`src/rtl/aurora_rx_nfc_ctrl.sv`:
```
// Aurora RX native flow control: issues XOFF/XON NFC words from downstream
// FIFO fill level with hysteresis, periodic XOFF refresh and overflow counting.
module aurora_rx_nfc_ctrl #(
  parameter int          FIFO_AW        = 9,
  parameter int          XOFF_THRESH    = 384,
  parameter int          XON_THRESH     = 128,
  parameter int          REFRESH_CYCLES = 4096,
  parameter logic [15:0] XOFF_WORD      = 16'h0100,
  parameter logic [15:0] XON_WORD       = 16'h0000
) (
  input  logic               clk,
  input  logic               rst,
  input  logic               channel_up,
  input  logic               enable,
  input  logic [FIFO_AW:0]   fifo_level,
  input  logic               fifo_full,
  input  logic               rx_tvalid,
  output logic               m_nfc_tvalid,
  output logic [15:0]        m_nfc_tdata,
  input  logic               m_nfc_tready,
  output logic               paused,
  output logic [15:0]        xoff_count,
  output logic [31:0]        overflow_count,
  input  logic               overflow_clear
);

  if (!(XON_THRESH >= 0 && XON_THRESH < XOFF_THRESH && XOFF_THRESH <= (1 << FIFO_AW)))
  begin : g_bad_thresholds
    $fatal(1, "aurora_rx_nfc_ctrl: require 0 <= XON_THRESH < XOFF_THRESH <= 2**FIFO_AW");
  end

  localparam int                 LVL_W    = FIFO_AW + 1;
  localparam int                 TW       = (REFRESH_CYCLES > 1) ? $clog2(REFRESH_CYCLES) : 1;
  localparam logic [LVL_W-1:0]   XOFF_LVL = LVL_W'(XOFF_THRESH);
  localparam logic [LVL_W-1:0]   XON_LVL  = LVL_W'(XON_THRESH);
  localparam logic [TW-1:0]      TMR_LOAD = (REFRESH_CYCLES > 0) ? TW'(REFRESH_CYCLES - 1) : '0;

  typedef enum logic [1:0] {
    IDLE      = 2'd0,
    SEND_XOFF = 2'd1,
    PAUSED    = 2'd2,
    SEND_XON  = 2'd3
  } state_t;

  state_t        state;
  logic [TW-1:0] timer;
  logic          rx_lost;

  assign rx_lost = rx_tvalid & fifo_full;

  always_ff @(posedge clk) begin
    if (rst) begin
      state          <= IDLE;
      m_nfc_tvalid   <= 1'b0;
      m_nfc_tdata    <= '0;
      paused         <= 1'b0;
      xoff_count     <= '0;
      overflow_count <= '0;
      timer          <= '0;
    end else begin
      // Overflow accounting is independent of link state and enable.
      if (overflow_clear)
        overflow_count <= {31'b0, rx_lost};
      else if (rx_lost && overflow_count != '1)
        overflow_count <= overflow_count + 32'd1;

      if (!channel_up) begin
        state        <= IDLE;
        m_nfc_tvalid <= 1'b0;
        m_nfc_tdata  <= '0;
        paused       <= 1'b0;
        timer        <= '0;
      end else begin
        case (state)
          IDLE: begin
            if (enable && fifo_level >= XOFF_LVL) begin
              state        <= SEND_XOFF;
              m_nfc_tvalid <= 1'b1;
              m_nfc_tdata  <= XOFF_WORD;
            end
          end
          SEND_XOFF: begin
            if (m_nfc_tready) begin
              state        <= PAUSED;
              m_nfc_tvalid <= 1'b0;
              m_nfc_tdata  <= '0;
              paused       <= 1'b1;
              timer        <= TMR_LOAD;
              xoff_count   <= xoff_count + 16'd1;
            end
          end
          PAUSED: begin
            if (fifo_level <= XON_LVL || !enable) begin
              state        <= SEND_XON;
              m_nfc_tvalid <= 1'b1;
              m_nfc_tdata  <= XON_WORD;
            end else if (REFRESH_CYCLES != 0 && timer == '0) begin
              state        <= SEND_XOFF;
              m_nfc_tvalid <= 1'b1;
              m_nfc_tdata  <= XOFF_WORD;
            end else if (timer != '0) begin
              timer <= timer - 1'b1;
            end
          end
          SEND_XON: begin
            if (m_nfc_tready) begin
              state        <= IDLE;
              m_nfc_tvalid <= 1'b0;
              m_nfc_tdata  <= '0;
              paused       <= 1'b0;
            end
          end
          default: begin
            state        <= IDLE;
            m_nfc_tvalid <= 1'b0;
            m_nfc_tdata  <= '0;
          end
        endcase
      end
    end
  end

endmodule

```
`config.mk`:
```
export PLATFORM = sky130hd
export DESIGN_NAME = aurora_rx_nfc_ctrl
export DESIGN_NICKNAME = d
export VERILOG_FILES = /design/src/rtl/aurora_rx_nfc_ctrl.sv
export SDC_FILE = /design/constraint.sdc
export NUM_CORES = 1
export LEC_CHECK = 0
export CAP_MARGIN = 15
export CORE_MARGIN = 5
export CORE_UTILIZATION = 50
export CTS_BUF_LIST = sky130_fd_sc_hd__clkbuf_4 sky130_fd_sc_hd__clkbuf_8 sky130_fd_sc_hd__clkbuf_16
export DETAILED_ROUTE_END_ITERATION = 12
export GPL_ROUTABILITY_DRIVEN = 0
export GPL_TIMING_DRIVEN = 1
export HOLD_SLACK_MARGIN = 0.03
export PLACE_DENSITY = 0.81
export SLEW_MARGIN = 20
export SYNTH_ARGS = -nofsm -noshare
export SYNTH_HDL_FRONTEND = slang
export SYNTH_SLANG_ARGS = --single-unit
```
`constraint.sdc`:
```
create_clock -name clk -period 2.3 [get_ports clk]
set_input_delay 0.345 -clock clk [delete_from_list [all_inputs] [get_ports clk]]
set_output_delay 0.345 -clock clk [all_outputs]
set_load 0.01 [all_outputs]
```
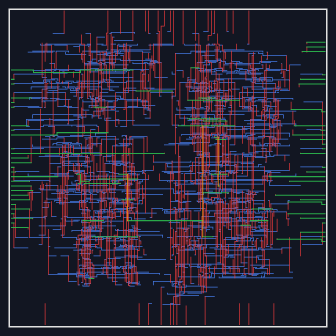
(run_1/wires.png)
metal 4: shown in orange, wire length 60.5 um. metal 1: shown in blue, wire length 3670 um. metal 3: shown in green, wire length 565 um. metal 2: shown in red, wire length 3960 um.
routed vias: 3332
DRT Wirelength: 8260 um

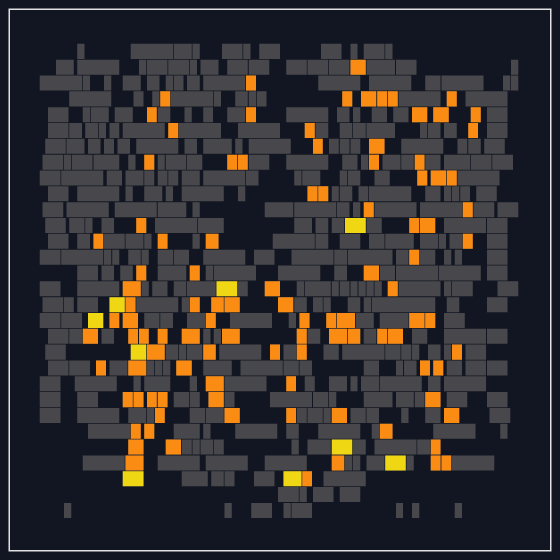
(run_1/logic_types.png)
aoi and oai cells: shown in orange, cells 102. non-inverting ao/oa cells: shown in yellow, cells 9.
Comb area share: 0.447
most frequent logic cell in the layout: clkdlybuf4s50_1
non-filler instance count after layout: 575

==> ci_impl_report.md, run 1 <==
### Yosys + OpenROAD results

| Metric | Value |
|---|---|
| Port Buffers | `68` |
| H-tree depth | `3` |
| Initial DRC count | `between 150 and 200` |
| Clk. pwr | `between 0.001 and 0.0015 W` |
| Reg2reg setup slack | `0.27 ns` |
| Status | `finished, final reports clean` |
| Tot Pwr | `0.00228 W` |
| Comb power frac | `0.055` |
| Crit path DRT | `2.58 ns` |
| Most numerous logic cells after layout | `clkdlybuf4s50_1, dfxtp_1, a21oi_1` |
| Worst slew margin | `0.609` |
| Tcrit/Tclk final | `0.884` |
| Reg2reg start | `timer[8]` |
| Kind of critical path | `reg2reg` |
| # diodes | `0` |
| Wire per inst | `14.4 um` |
| Pre-CTS WS | `0.0268 ns` |
| Synthesis warning total | `0` |
| Hold EP | `paused` |
| Root buffer cell | `clkbuf_8` |
| Antenna violations before repair | `0` |
| Synth Flop Type | `dfxtp_1` |
| Fill count | `570` |
| Hold crit path type | `reg2reg` |
| Wire length on met2 | `3960 um` |
| Placed inst area | `4150 um^2` |
| Final Cell Area | `4370 um^2` |
| Sequential logic power | `0.00114 W` |
| Area leader, netlist | `dfxtp_1` |
| Final hold vios | `0` |
| CTS hold repair buffers | `0` |
| Synthesized instance count | `420` |
| Vias/cell | `~5.8` |
| Max-cap viol count | `0` |
| Ys async rst share | `0` |
| OpenROAD warnings | `27` |
| Combinational power | `0.000126 W` |
| Floorplan core density | `0.510` |
| Layout cells sized above 1 | `0.0869` |
| Post-CTS Resized | `0` |
| Reg power frac | `0.500` |
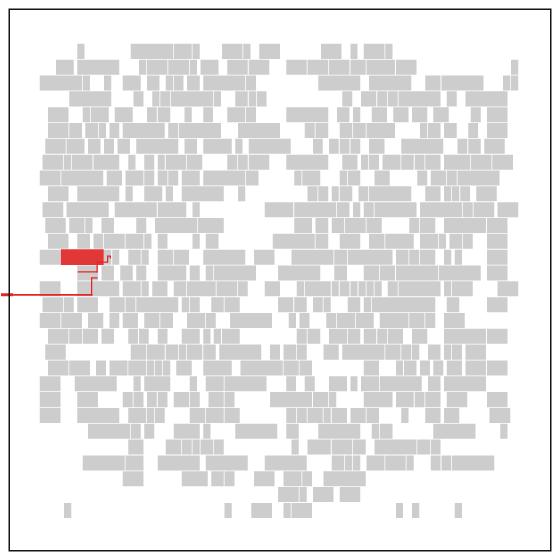
(run_1/io_fan.png)
`paused`: shown in red, direction output, edge west, end cells 1, buffers 1, wire 26.0 um.

-- run 1: final cells by class --
class                           instances  area, um^2  area share
Inverter                                9        33.8     0.00773
Timing Repair Buffer                   80         771       0.176
Multi-Input combinational cell        325        1950       0.447
Sequential cell                        65        1300       0.298
Clock buffer                           12         159      0.0364
Clock inverter                          4        51.3      0.0117
Tap cell                               80         100      0.0229
-- run 1: cells by family (layout without fill, tap and decap cells) --
kind of cell,count (synthesis),in the layout,share of synthesized area
multiplexers,1,1,0.00292
AND-OR/OR-AND,111,111,0.202
other,1,15,0.00109
XOR/XNOR,17,17,0.0434
adder cells (fa/ha/maj),4,4,0.0146
flip-flops,65,65,0.380
buffers and inverters,44,105,0.0679
AND/OR/NAND/NOR,177,177,0.289
-- run 1: critical path, cell delays in order, from the launching register on --
cell	delay [ns]
dfxtp_1	0.38
nor4_2	0.42
a41oi_1	0.22
o21a_1	0.36
a2111oi_0	0.45
o21a_1	0.16
-- run 1: cells in the mapped netlist (2+ instances only) --
cell type / number
a2111oi_0: 2
a211oi_1: 5
a21boi_0: 2
a21oi_1: 38
a311oi_1: 4
a31oi_1: 4
a41o_1: 2
a41oi_1: 2
and2_1: 7
and3_1: 4
and4_1: 4
buf_2: 8
buf_4: 15
clkbuf_1: 11
dfxtp_1: 65
ha_1: 4
inv_1: 9
nand2_1: 33
nand2b_1: 3
nand3_1: 14
nand4_1: 11
nor2_1: 32
nor2b_1: 3
nor3_1: 13
nor4_1: 4
o211ai_1: 2
o21a_1: 2
o21ai_0: 26
o22ai_1: 2
o31ai_1: 14
or2_2: 5
or3_1: 17
or4_1: 15
xnor2_1: 11
xor2_1: 6
-- run 1: flip-flops by register name (all words and copies together) (netlist names) --
register and cells:
m_nfc_tdata 1, m_nfc_tvalid 1, overflow_count 32, paused 1, state 2, timer 12, xoff_count 16
## Run 2: what changed since run 1
==> config.mk (replaced) <==
export PLATFORM = sky130hd
export DESIGN_NAME = aurora_rx_nfc_ctrl
export DESIGN_NICKNAME = d
export VERILOG_FILES = /design/src/rtl/aurora_rx_nfc_ctrl.sv
export SDC_FILE = /design/constraint.sdc
export NUM_CORES = 1
export LEC_CHECK = 0
export CAP_MARGIN = 15
export CELL_PAD_IN_SITES_DETAIL_PLACEMENT = 1
export CELL_PAD_IN_SITES_GLOBAL_PLACEMENT = 1
export CORE_MARGIN = 5
export CORE_UTILIZATION = 36
export DETAILED_ROUTE_END_ITERATION = 12
export GPL_ROUTABILITY_DRIVEN = 0
export GPL_TIMING_DRIVEN = 1
export HOLD_SLACK_MARGIN = 0.03
export PLACE_DENSITY_LB_ADDON = 0.1
export SLEW_MARGIN = 30
export SYNTH_ARGS = -nofsm -noshare
export SYNTH_HDL_FRONTEND = slang
export SYNTH_SLANG_ARGS = --single-unit
==> ci_impl_report.md, run 2 <==
### Yosys + OpenROAD results

| Metric | Value |
|---|---|
| Initial DRC count | `roughly 120` |
| Core Area | `9240 um^2` |
| Non-filler instance count after layout | `631` |
| Final Cell Area | `4490 um^2` |
| DRT Wirelength | `between 9000 and 10000 um` |
| Vias in the first global route | `3414` |
| Synthesized instance count | `420` |
| Synthesis warning total | `0` |
| Reg power frac | `0.473` |
| H-tree depth | `3` |
| Reg2reg start | `overflow_count[4]` |
| Most numerous logic cells after layout | `clkdlybuf4s50_1, dfxtp_1, a21oi_1` |
| Synth cell count leaders | `dfxtp_1, a21oi_1, nand2_1` |
| Max reg flops | `32` |
| Layout cells sized above 1 | `0.0976` |
| Fill count | `1124` |
| Crit path DRT | `2.57 ns` |
| Flop area | `1300 um^2` |
| Logic area | `approximately 2000 um^2` |
| Worst slew margin | `0.637` |
| Largest registers | `overflow_count x32, xoff_count x16, timer x12` |
| CTS hold repair buffers | `0` |
| Reg2reg setup slack | `0.27 ns` |
| Kind of critical path | `reg2reg` |
| Area leader, netlist | `dfxtp_1` |
| Synth Flop Type | `dfxtp_1` |
| Sw power | `0.000576 W` |
| Root buffer cell | `clkbuf_8` |
| Count leader, synth | `dfxtp_1` |
| Routed vias | `3409` |
| Clk slew on worst S/H paths | `0.08 ns` |
| Tcrit/Tclk final | `0.883` |
| Wire per inst | `15.6 um` |
| Ys async rst share | `0` |
| Yosys cell count | `about 420` |
| Status | `finished, final reports clean` |
| Post-CTS Resized | `0` |
| Vias/cell | `5.40` |
| Most frequent logic cell in the layout | `clkdlybuf4s50_1` |
| Antenna violations before repair | `0` |
| Final hold vios | `0` |
| Max-cap viol count | `0` |
==> run 2: cell counts after synthesis <==
No cell type changed its count.
==> run 2: power by group through the flow <==
stage / logic, W / clock network [W] / registers [W]
2_1_floorplan: 0.0000882 / 0 / 0.00116
3_3_place_gp: 0.000132 / 0 / 0.00117
3_5_place_dp: 0.000135 / 0 / 0.00117
4_1_cts: 0.000136 / 0.00115 / 0.00114
5_1_grt: 0.000151 / 0.00121 / 0.00114
6_report: 0.000135 / 0.00114 / 0.00114
==> run 2: layout make-up <==
cell class,instances,share of cell area
repair buffers,87,0.183
well taps,129,0.0359
inverters,9,0.00752
flip-flops and latches,65,0.290
clock buffers,10,0.0306
multi-input cells,325,0.433
clock inverters,6,0.0203
==> run 2: cell families after synthesis <==
logic type	share of synthesized area
simple gates	0.289
fa+ha+maj	0.0146
xor+xnor	0.0434
flops	0.380
other cells	0.00109
buf+inv	0.0679
mux	0.00292
compound gates	0.202
==> run 2: per-stage QoR <==
| stage | hold slack [ns] | setup WS (ns) | total power (W) |
|---|---|---|---|
| 2_1_floorplan | 0.455 | 0.452 | 0.00125 |
| 3_3_place_gp | 0.455 | 0.150 | 0.00130 |
| 4_1_cts | 0.470 | 0.262 | 0.00243 |
| 6_report | 0.470 | 0.270 | 0.00241 |
| 5_1_grt | 0.490 | 0.0864 | 0.00250 |
| 3_5_place_dp | 0.456 | 0.113 | 0.00130 |
==> run 2: layer usage <==
metal	track usage	wire length [um]	up-vias
met5	0	0	-
met4	0.0469	107	0
met1	0.209	4450	1653
met2	0.309	4920	63
met3	0.0378	397	10
li1	-	-	1683
==> run 2: worst max-delay path, stage by stage, from the launching register on <==
cell and delay, ns:
dfxtp_1 0.43, and4_4 0.29, nand4_1 0.20, a311o_1 0.51, or3_1 0.38, a21oi_1 0.14
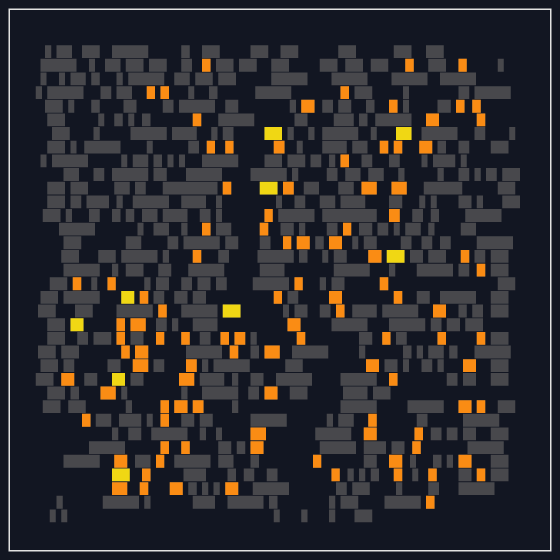
(run_2/logic_types.png)
non-inverting ao/oa cells: shown in yellow, cells 9. aoi and oai cells: shown in orange, cells 102.

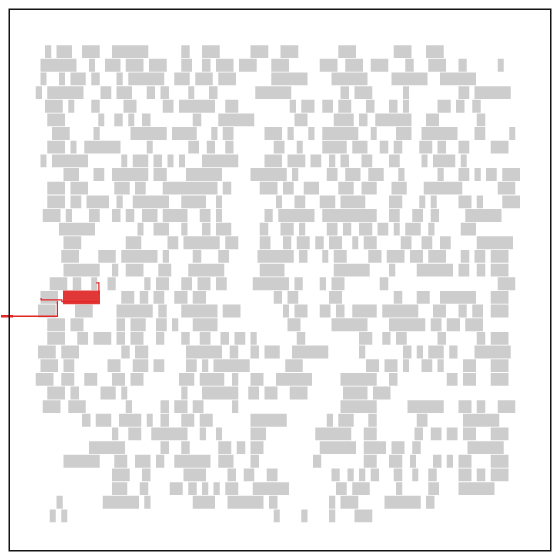
(run_2/io_fan.png)
`paused`: shown in red, direction output, edge west, end cells 1, buffers 1, wire 26.5 um.
Port Buffers: 68
num ports: 84

Power and IR drop assume default switching activity.
